### src/rtl/waveform_sequencer_pkg.sv
// Shared encodings for the waveform playback sequencer: playback modes and channel FSM states.
package waveform_sequencer_pkg;

    typedef enum logic [1:0] {
        MODE_CONT    = 2'd0,
        MODE_ONESHOT = 2'd1,
        MODE_NREPEAT = 2'd2,
        MODE_GATED   = 2'd3
    } mode_e;

    typedef enum logic [1:0] {
        ST_IDLE  = 2'd0,
        ST_ARMED = 2'd1,
        ST_PLAY  = 2'd2
    } state_e;

endpackage

### src/rtl/waveform_sequencer_channel.sv
// One playback channel: IDLE/ARMED/PLAY FSM, segment address counter and sync delay line.
// State | meaning: IDLE = disabled or bad config | ARMED = waiting for trigger | PLAY = stepping through the segment
module waveform_sequencer_channel
    import waveform_sequencer_pkg::*;
#(
    parameter int ADDR_WIDTH = 14,
    parameter int LOOP_WIDTH = 16,
    parameter int SYNC_DELAY = 3
) (
    input  logic                  clock_i,
    input  logic                  reset_ni,
    input  logic                  enable_i,
    input  logic                  trigger_i,
    input  logic                  restart_i,
    input  logic [1:0]            mode_i,
    input  logic [ADDR_WIDTH-1:0] start_addr_i,
    input  logic [ADDR_WIDTH-1:0] end_addr_i,
    input  logic [LOOP_WIDTH-1:0] loop_count_i,
    output logic [ADDR_WIDTH-1:0] read_address_o,
    output logic                  sync_out_o,
    output logic                  busy_o,
    output logic                  done_o,
    output logic                  config_error_o
);

    localparam logic [ADDR_WIDTH-1:0] ONE_A = 1;
    localparam logic [LOOP_WIDTH-1:0] ONE_L = 1;

    state_e                state_q;
    mode_e                 mode_q;
    mode_e                 mode_in;
    logic [ADDR_WIDTH-1:0] addr_q;
    logic [ADDR_WIDTH-1:0] rem_q;
    logic [ADDR_WIDTH-1:0] len_in;
    logic [LOOP_WIDTH-1:0] loop_q;
    logic [LOOP_WIDTH-1:0] pass_q;
    logic                  trig_q;
    logic                  sync_raw_q;
    logic                  done_q;
    logic                  err_q;
    logic [SYNC_DELAY-1:0] sync_sr_q;
    logic                  trig_edge;
    logic                  pass_end;
    logic                  enter;
    logic                  reload;
    logic                  load;

    assign mode_in   = mode_e'(mode_i);
    assign len_in    = end_addr_i - start_addr_i;
    assign trig_edge = trigger_i & ~trig_q;
    // rem_q counts addresses left after the current one; zero marks the last of the pass
    assign pass_end  = (state_q == ST_PLAY) && (rem_q == '0);

    always_comb begin
        enter  = 1'b0;
        reload = 1'b0;
        case (state_q)
            ST_IDLE:  enter = (mode_in == MODE_CONT);
            ST_ARMED: enter = (mode_in == MODE_CONT) ||
                              ((mode_in == MODE_GATED) ? trigger_i : trig_edge);
            ST_PLAY: begin
                if (restart_i) begin
                    reload = 1'b1;
                end else if (pass_end) begin
                    case (mode_q)
                        MODE_CONT:    reload = 1'b1;
                        MODE_NREPEAT: reload = (pass_q < loop_q);
                        MODE_GATED:   reload = trigger_i;
                        default:      reload = 1'b0;
                    endcase
                end
            end
            default: ;
        endcase
    end

    assign load = enable_i & (enter | reload);

    always_ff @(posedge clock_i or negedge reset_ni) begin
        if (!reset_ni) begin
            state_q    <= ST_IDLE;
            mode_q     <= MODE_CONT;
            addr_q     <= '0;
            rem_q      <= '0;
            loop_q     <= '0;
            pass_q     <= '0;
            trig_q     <= 1'b0;
            sync_raw_q <= 1'b0;
            sync_sr_q  <= '0;
            done_q     <= 1'b0;
            err_q      <= 1'b0;
        end else begin
            trig_q       <= trigger_i;
            sync_raw_q   <= 1'b0;
            done_q       <= 1'b0;
            sync_sr_q[0] <= sync_raw_q;
            for (int i = 1; i < SYNC_DELAY; i++) begin
                sync_sr_q[i] <= sync_sr_q[i-1];
            end

            if (!enable_i) begin
                state_q <= ST_IDLE;
                err_q   <= 1'b0;
            end else if (load) begin
                if (len_in == '0) begin
                    state_q <= ST_IDLE;
                    err_q   <= 1'b1;
                end else begin
                    state_q    <= ST_PLAY;
                    addr_q     <= start_addr_i;
                    rem_q      <= len_in - ONE_A;
                    mode_q     <= mode_in;
                    loop_q     <= loop_count_i;
                    sync_raw_q <= 1'b1;
                    // only a natural wrap advances the pass count; entry and restart start over
                    pass_q     <= ((state_q == ST_PLAY) && !restart_i) ? pass_q + ONE_L : '0;
                end
            end else begin
                case (state_q)
                    ST_IDLE: state_q <= ST_ARMED;
                    ST_PLAY: begin
                        if (pass_end) begin
                            state_q <= ST_ARMED;
                            done_q  <= 1'b1;
                        end else begin
                            addr_q <= addr_q + ONE_A;
                            rem_q  <= rem_q - ONE_A;
                        end
                    end
                    default: ;
                endcase
            end
        end
    end

    assign read_address_o = addr_q;
    assign sync_out_o     = sync_sr_q[SYNC_DELAY-1];
    assign busy_o         = (state_q == ST_PLAY);
    assign done_o         = done_q;
    assign config_error_o = err_q;

endmodule

### src/rtl/waveform_playback_sequencer.sv
// Multi-channel BRAM read-address generator; one independent playback channel per slice of the flattened buses.
module waveform_playback_sequencer
    import waveform_sequencer_pkg::*;
#(
    parameter int CHANNELS   = 2,
    parameter int ADDR_WIDTH = 14,
    parameter int LOOP_WIDTH = 16,
    parameter int SYNC_DELAY = 3
) (
    input  logic                           clock_i,
    input  logic                           reset_ni,
    input  logic [CHANNELS-1:0]            enable_i,
    input  logic [CHANNELS-1:0]            trigger_i,
    input  logic [CHANNELS-1:0]            restart_i,
    input  logic [2*CHANNELS-1:0]          mode_i,
    input  logic [ADDR_WIDTH*CHANNELS-1:0] start_addr_i,
    input  logic [ADDR_WIDTH*CHANNELS-1:0] end_addr_i,
    input  logic [LOOP_WIDTH*CHANNELS-1:0] loop_count_i,
    output logic [ADDR_WIDTH*CHANNELS-1:0] read_address_o,
    output logic [CHANNELS-1:0]            sync_out_o,
    output logic [CHANNELS-1:0]            busy_o,
    output logic [CHANNELS-1:0]            done_o,
    output logic [CHANNELS-1:0]            config_error_o
);

    for (genvar g = 0; g < CHANNELS; g++) begin : g_ch
        waveform_sequencer_channel #(
            .ADDR_WIDTH (ADDR_WIDTH),
            .LOOP_WIDTH (LOOP_WIDTH),
            .SYNC_DELAY (SYNC_DELAY)
        ) u_channel (
            .clock_i        (clock_i),
            .reset_ni       (reset_ni),
            .enable_i       (enable_i[g]),
            .trigger_i      (trigger_i[g]),
            .restart_i      (restart_i[g]),
            .mode_i         (mode_i[2*g +: 2]),
            .start_addr_i   (start_addr_i[ADDR_WIDTH*g +: ADDR_WIDTH]),
            .end_addr_i     (end_addr_i[ADDR_WIDTH*g +: ADDR_WIDTH]),
            .loop_count_i   (loop_count_i[LOOP_WIDTH*g +: LOOP_WIDTH]),
            .read_address_o (read_address_o[ADDR_WIDTH*g +: ADDR_WIDTH]),
            .sync_out_o     (sync_out_o[g]),
            .busy_o         (busy_o[g]),
            .done_o         (done_o[g]),
            .config_error_o (config_error_o[g])
        );
    end

endmodule

### config.mk
export PLATFORM = sky130hd
export DESIGN_NAME = waveform_playback_sequencer
export DESIGN_NICKNAME = d
export VERILOG_FILES = /design/src/rtl/waveform_sequencer_pkg.sv /design/src/rtl/waveform_sequencer_channel.sv /design/src/rtl/waveform_playback_sequencer.sv
export SDC_FILE = /design/constraint.sdc
export NUM_CORES = 1
export LEC_CHECK = 0
export CORE_ASPECT_RATIO = 0.75
export CORE_MARGIN = 2
export CORE_UTILIZATION = 57
export DETAILED_ROUTE_END_ITERATION = 8
export PLACE_DENSITY = 0.82
export SETUP_SLACK_MARGIN = 0.2
export SLEW_MARGIN = 30
export SYNTH_ARGS = -nofsm -noshare
export SYNTH_HDL_FRONTEND = slang
export SYNTH_HIERARCHICAL = 1
export SYNTH_SLANG_ARGS = --single-unit
### constraint.sdc
create_clock -name clock_i -period 5 [get_ports clock_i]
set_input_delay 1 -clock clock_i [delete_from_list [all_inputs] [get_ports clock_i]]
set_output_delay 1 -clock clock_i [all_outputs]
set_load 0.01 [all_outputs]
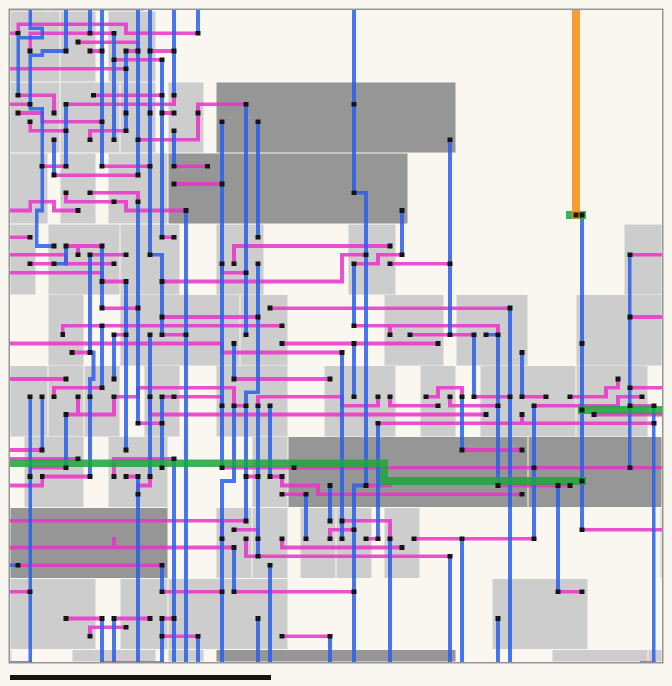
(zoomed window)
Scale bar: 10 um. Window x 68 to 93, y 24 to 49 um. Cells in grey, sequential cells in the stronger grey; small squares are vias.
Key: blue = metal 2; orange = metal 4; magenta = metal 1; green = metal 3
Most frequent: nand2_1 (11), dfrtp_1 (5), nor2_1 (3). 44 logic cells have their middle in the window. Sequential cells in the window: 5. Netlist names of flops here include `g_ch.u_channel/state_q` (2).

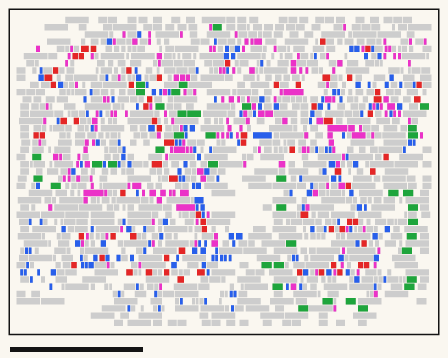
(gate-type map)
Scale bar: 50 um.
Key: blue = nand cells [cells 191, most used nand2_1, where spread over the die]; green = mux cells [cells 39, most used mux2_2, where spread over the die]; red = and/or cells [cells 70, most used and3_1, where spread over the die]; magenta = nor cells [cells 184, most used nor2_1]

==> out/summary.json <==
{
  "run_status": "complete, no violations",
  "logic_family": "AND-OR/OR-AND gates",
  "post_synth_most_frequent_cells": "sky130_fd_sc_hd__dfrtp_1 (142), sky130_fd_sc_hd__nor2_1 (123), sky130_fd_sc_hd__nand2_1 (115)",
  "grt_pass1_wl_um": 45300,
  "pin_count": 136,
  "finalWeightedCongestion": 0.9550,
  "hp-start": "g_ch[0].u_channel/sync_sr_q[1]",
  "hold_violation_count_in_the_final_report": 0,
  "synth-adder-area-share_pct": 7.695,
  "clockPowerShare_pct": 25.1,
  "switching_pwr_w": 0.001804,
  "worst_ir_drop_vdd_v": 0.0002713,
  "route.met2.wl_um": 12730,
  "fp.dieH_um": 122.1,
  "fmaxAchievable_mhz": 221.4,
  "fp.coreArea_mm2": 0.01835,
  "final_max_slew_viols": 0,
  "distinct_cells_synth": 99,
  "cts_hold_buffers": 0,
  "final_common_cell": "sky130_fd_sc_hd__dfrtp_1",
  "met2_usage_pct": 45.09,
  "setup_ws_ps": 483.9,
  "timing.critical_path.depth": 15,
  "final_period_minus_worst_setup_slack_ps": 4516,
  "startpoint": "start_addr_i[0]",
  "critPathMaxStageDelay_ps": 460,
  "cts_setup_buffers": 0,
  "grt_overflow": 0,
  "drt_iter0_markers": 956,
  "power.sequential.fraction_pct": 37.6,
  "mapped_avg_cell_area_um2": 8.461,
  "cp_cell_sequence": "clkdlybuf4s50_1, ha_1, fa_1, and2b_1, o21ai_0, nor2b_1, o21ai_0, a221oi_1, buf_4, and3_4, a21o_4, inv_1, buf_4, nand2_1, o31ai_1",
  "cts-root-buf": "sky130_fd_sc_hd__clkbuf_16",
  "grt.busiest_layer": "met2",
  "clock_insertion_delay_worst_skew_ps": 430,
  "worstPathMaxFanout": 24,
  "critical_path_buf_inv_count": 4,
  "cts_resized": 0,
  "reg2reg_to": "g_ch[1].u_channel/rem_q[10]",
  "pwr.group.clock_w": 0.00122,
  "clk_path_buf_depth": 2,
  "post_route_cells_drive_above_1_share_pct": 8.671,
  "critPathRequiredTime_ps": 5300,
  "clkSinkCount": 142,
  "ff2ff_setup_slack_ps": 530,
  "yosys.cell_count.top_type": "sky130_fd_sc_hd__dfrtp_1",
  "average_wire_length_per_cell_after_detail_routing_um": 16.81,
  "yosysCellCount": 1253,
  "ys.flops": 142,
  "drt-pass1-iter-count": 5,
  "design.final.nets": 1538,
  "netlist.top_cell.by_area": "sky130_fd_sc_hd__dfrtp_1"
}
cell type report:
class                   instances  area [um2]
clock buffers                  20       466.7
clock inverters                 9       88.84
fillers                      1455        5568
inverters                      83       311.5
multi-input cells             966        6454
flip-flops and latches        142        3553
well taps                     247       309.0
repair buffers                164        1595
per-stage QoR:
| step | hold slack (ps) | util, % | total power, W | instance area (um2) |
|---|---|---|---|---|
| 2_1_floorplan | 331.2 | - | 0.002939 | 10600 |
| 5_1_grt | 359.1 | 69.65 | 0.005218 | 12780 |
| 3_3_place_gp | 331.8 | 66.51 | 0.003586 | 12200 |
| 6_report | 347.5 | 69.65 | 0.004886 | 12780 |
| 4_1_cts | 348.3 | 69.54 | 0.004889 | 12760 |
| 3_5_place_dp | 334.7 | 66.51 | 0.003640 | 12200 |
Power figures rest on the tool's default switching activity, not on a simulated workload.
